## src/rtl/ssd_capture_if.sv

```systemverilog
// ssd_capture_if: scanned seven-segment bus in, captured BCD frame out.
interface ssd_capture_if;
   logic [7:0]  ssd;
   logic [3:0]  ssd_ctl;
   logic [15:0] bcd_out;
   logic [3:0]  dp_out;
   logic        frame_done;
   logic        err;
   modport master (output ssd, ssd_ctl, input bcd_out, dp_out, frame_done, err);
   modport slave  (input ssd, ssd_ctl, output bcd_out, dp_out, frame_done, err);
endinterface

```

## src/rtl/ssd_capture.sv

```systemverilog
// ssd_capture: debounces a scanned 4-digit active-low 7-seg bus back into a BCD frame.
// Define SSD_CAPTURE_DP_EN to also capture decimal points into dp_out.
module ssd_capture #(
   parameter int STABLE_CYCLES = 4
) (
   input  logic         clk,
   input  logic         rst,
   ssd_capture_if.slave bus
);
   localparam int CW = (STABLE_CYCLES > 2) ? $clog2(STABLE_CYCLES) : 1;
   localparam logic [CW-1:0] CMAX = CW'(STABLE_CYCLES - 1);

   function automatic logic [4:0] decode(input logic [6:0] s);
      case (s)
         7'b0000001: return 5'h00;
         7'b1001111: return 5'h01;
         7'b0010010: return 5'h02;
         7'b0000110: return 5'h03;
         7'b1001100: return 5'h04;
         7'b0100100: return 5'h05;
         7'b0100000: return 5'h06;
         7'b0001111: return 5'h07;
         7'b0000000: return 5'h08;
         7'b0000100: return 5'h09;
         7'b0111000: return 5'h0f;
         default:    return 5'h1e;
      endcase
   endfunction

   logic [11:0]   sample_r;
   logic [CW-1:0] cnt;
   logic          armed;
   logic [3:0]    mask;
   logic [15:0]   shadow;
   logic [3:0]    sel_n;
   logic          sel_ok;
   logic [1:0]    sel;
   logic          changed;
   logic          stable;
   logic          accept;
   logic [3:0]    dig;
   logic          bad;
   logic [3:0]    mask_nx;
   logic [15:0]   shadow_nx;

   always_comb begin
      sel_n     = ~sample_r[11:8];
      sel_ok    = (sel_n != 4'd0) && ((sel_n & (sel_n - 4'd1)) == 4'd0);
      sel       = sel_n[1] ? 2'd1 : sel_n[2] ? 2'd2 : sel_n[3] ? 2'd3 : 2'd0;
      changed   = {bus.ssd_ctl, bus.ssd} != sample_r;
      // the incoming sample must still match, so a pattern held only STABLE_CYCLES is rejected
      stable    = sel_ok && !changed;
      accept    = stable && armed && (cnt == CMAX);
      {bad, dig} = decode(sample_r[7:1]);
      mask_nx   = mask | (4'd1 << sel);
      shadow_nx = shadow;
      shadow_nx[sel*4 +: 4] = dig;
   end

`ifdef SSD_CAPTURE_DP_EN
   logic [3:0] dp_sh;
   logic [3:0] dp_nx;
   always_comb begin
      dp_nx      = dp_sh;
      dp_nx[sel] = ~sample_r[0];
   end
`else
   assign bus.dp_out = 4'b0000;
`endif

   always_ff @(posedge clk or posedge rst) begin
      if (rst) begin
         sample_r       <= '0;
         cnt            <= '0;
         armed          <= 1'b1;
         mask           <= '0;
         shadow         <= '0;
         bus.bcd_out    <= '0;
         bus.frame_done <= 1'b0;
         bus.err        <= 1'b0;
`ifdef SSD_CAPTURE_DP_EN
         dp_sh          <= '0;
         bus.dp_out     <= '0;
`endif
      end else begin
         sample_r       <= {bus.ssd_ctl, bus.ssd};
         cnt            <= stable ? ((cnt == CMAX) ? cnt : cnt + 1'b1) : '0;
         bus.frame_done <= 1'b0;
         bus.err        <= 1'b0;
         if (accept) begin
            armed   <= 1'b0;
            shadow  <= shadow_nx;
            bus.err <= bad;
`ifdef SSD_CAPTURE_DP_EN
            dp_sh   <= dp_nx;
`endif
            if (mask_nx == 4'hf) begin
               mask           <= '0;
               bus.bcd_out    <= shadow_nx;
               bus.frame_done <= 1'b1;
`ifdef SSD_CAPTURE_DP_EN
               bus.dp_out     <= dp_nx;
`endif
            end else begin
               mask <= mask_nx;
            end
         end else if (changed) begin
            armed <= 1'b1;
         end
      end
   end
endmodule
```

## src/flat_wrapper.sv

```systemverilog
// flat-port wrapper written by rule: the top's interface ports become plain ports
module ssd_capture_flat 
#(
   parameter int STABLE_CYCLES = 4
)
  (clk, rst, bus_ssd, bus_ssd_ctl, bus_bcd_out, bus_dp_out, bus_frame_done, bus_err);
  ssd_capture_if bus_i ();
  input  logic clk;
  input  logic rst;
  input wire logic [$bits(bus_i.ssd)-1:0] bus_ssd;
  input wire logic [$bits(bus_i.ssd_ctl)-1:0] bus_ssd_ctl;
  output wire logic [$bits(bus_i.bcd_out)-1:0] bus_bcd_out;
  output wire logic [$bits(bus_i.dp_out)-1:0] bus_dp_out;
  output wire logic [$bits(bus_i.frame_done)-1:0] bus_frame_done;
  output wire logic [$bits(bus_i.err)-1:0] bus_err;
  assign bus_i.ssd = bus_ssd;
  assign bus_i.ssd_ctl = bus_ssd_ctl;
  assign bus_bcd_out = bus_i.bcd_out;
  assign bus_dp_out = bus_i.dp_out;
  assign bus_frame_done = bus_i.frame_done;
  assign bus_err = bus_i.err;
  ssd_capture #(.STABLE_CYCLES(STABLE_CYCLES)) u_core (.clk(clk), .rst(rst), .bus(bus_i));
endmodule
```

## config.mk

```make
export PLATFORM = sky130hd
export DESIGN_NAME = ssd_capture_flat
export DESIGN_NICKNAME = d
export VERILOG_FILES = /design/src/rtl/ssd_capture_if.sv /design/src/rtl/ssd_capture.sv /design/src/flat_wrapper.sv
export SDC_FILE = /design/constraint.sdc
export NUM_CORES = 1
export LEC_CHECK = 0
export ABC_AREA = 1
export CAP_MARGIN = 20
export CELL_PAD_IN_SITES_DETAIL_PLACEMENT = 1
export CELL_PAD_IN_SITES_GLOBAL_PLACEMENT = 2
export CORE_ASPECT_RATIO = 1.4
export CORE_MARGIN = 10
export CORE_UTILIZATION = 34
export CTS_CLUSTER_SIZE = 24
export DETAILED_ROUTE_END_ITERATION = 6
export PLACE_DENSITY = 0.95
export SLEW_MARGIN = 20
export SYNTH_ARGS = -nofsm -noshare
export SYNTH_HDL_FRONTEND = slang
export SYNTH_SLANG_ARGS = --single-unit
```

## constraint.sdc

```tcl
create_clock -name clk -period 4.6 [get_ports clk]
set_input_delay 1.38 -clock clk [delete_from_list [all_inputs] [get_ports clk]]
set_output_delay 1.38 -clock clk [all_outputs]
set_load 0.03 [all_outputs]
```

**Placed cells, one colour a class**

(4 px per micron) Fill, decap, tap and diode cells in grey.
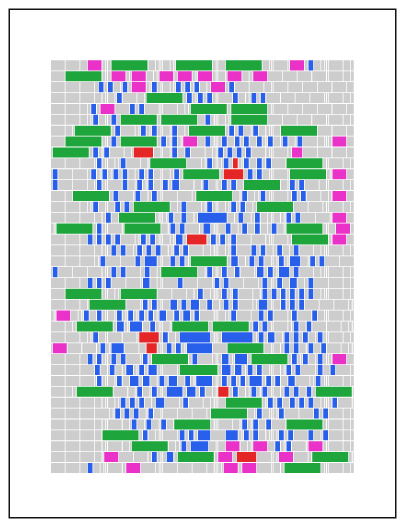
clock drivers and dummy loads -> red  # cells 8, share of their area 2.8%
combinational and other logic -> blue  # cells 319, share of their area 44%
remaining buffers and delay cells -> magenta  # cells 32, share of their area 10%
sequential cells -> green  # cells 53, share of their area 43%
sequential portion of the cell area: 41.11%
area of the core: 7845 sq um
fin util: 41.16%

**Routed clock nets over the placement**

(4 px per micron)
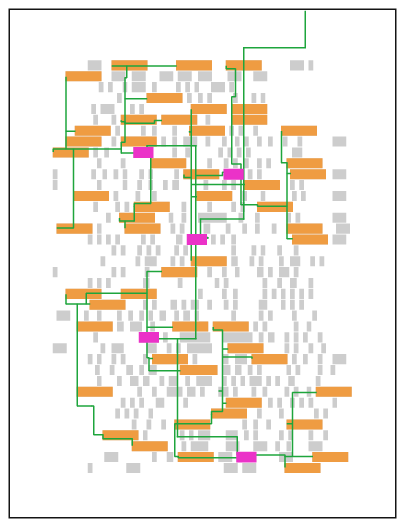
flip-flops -> orange  # count 53
clock drivers -> magenta  # count 5
clock wires -> green  # length 752 microns
routed clock nets = 6

==> metrics.log <==
[metrics] run summary
[metrics] total number of sequential cells: 53
[metrics] async set or reset register ratio after synthesis: 100.0%
[metrics] DP Wirelength: 5368 microns
[metrics] count of nets after finishing: 426
[metrics] worst setup path class: in2reg
[metrics] Area leader share: 47.04%
[metrics] number of OpenROAD warnings: 26
[metrics] comb_multi_in: 281
[metrics] length of the first detailed-routing pass in iterations: 4
[metrics] # resized after CTS: 0
[metrics] CP endpoint kind: flop
[metrics] critical path's top delay family: simple AND/OR/NAND/NOR gates
[metrics] DIE WIDTH: 96.24 microns
[metrics] overall die height: 126.7 microns
[metrics] total instance count after detailed placement: 504
[metrics] Via Count: 2367
[metrics] wl on met1: 2588 microns
[metrics] synthesized instance count: 378
[metrics] Final Instance Count excl. Fillers: 512
[metrics] Seq. cell area: 1328 sq um
[metrics] result of the run: completed
[metrics] number of buffers created by CTS: 5
[metrics] Req. time, crit path: 4.87 ns
[metrics] number of global-route vias before repair: 2633
[metrics] count of cell types in the netlist: 32
[metrics] WL per Instance: 13.21 microns
[metrics] number of inserted filler cells in the final layout: 1022
[metrics] final worst-path cycle share: 65.14%
[metrics] final estimated routing congestion in global placement: 0.7524
[metrics] reg-to-reg critical path endpoint: u_core.shadow[3]$_DFFE_PP0P_
[metrics] met2 wire length: 3813 microns
[metrics] switching part of the total power: 26.53%
[metrics] worst setup path startpoint: bus_ssd[3]
[metrics] post-layout minimum cycle time: 2.996 ns
[metrics] power after layout: 0.8225 mW
[metrics] series of cell instances along the critical path: clkdlybuf4s50_1 -> inv_1 -> nand2_1 -> nand2_1 -> nor2_1 -> inv_1 -> nor2_1 -> nand3_1 -> nor2_4 -> nand3_4 -> inv_2 -> nand2_1 -> nand2_1
[metrics] TritonCTS sink count: 53
[metrics] fraction of the core area occupied by cells at floorplan: 35.26%
[metrics] Final Max-Slew Violation Tally: 0
[metrics] warning count from the yosys run: 0
[metrics] Critical Path Source Type: input port
[metrics] depth of the most critical reg-to-reg path: 10
[metrics] worst vdd rail ir drop: 124.6 uV
## cells in the final DEF (no fill, tap or decap)
cell type and instances:
nand3_1 6, dfrtp_1 52, a21oi_2 1, or2_1 1, inv_2 13, o22ai_1 1
nand4_4 2, nor3b_1 2, nor2_4 1, xor2_1 1, ha_1 1, nor3_1 1
clkbuf_1 1, conb_1 4, nand2_1 212, inv_1 24, o21ai_2 1, buf_4 1
clkbuf_8 5, clkdlybuf4s50_1 31, nand3_4 1, dfstp_2 1, o21ai_1 1, a21oi_1 2
nor2_2 3, clkinv_4 1, xnor2_1 3, nor2_8 1, clkinvlp_4 2, nand2_2 2
and2_1 1, nand2_4 1, nor2_1 24, o21ai_0 8
No activity file was given, so power comes from the tool's default toggle rates.
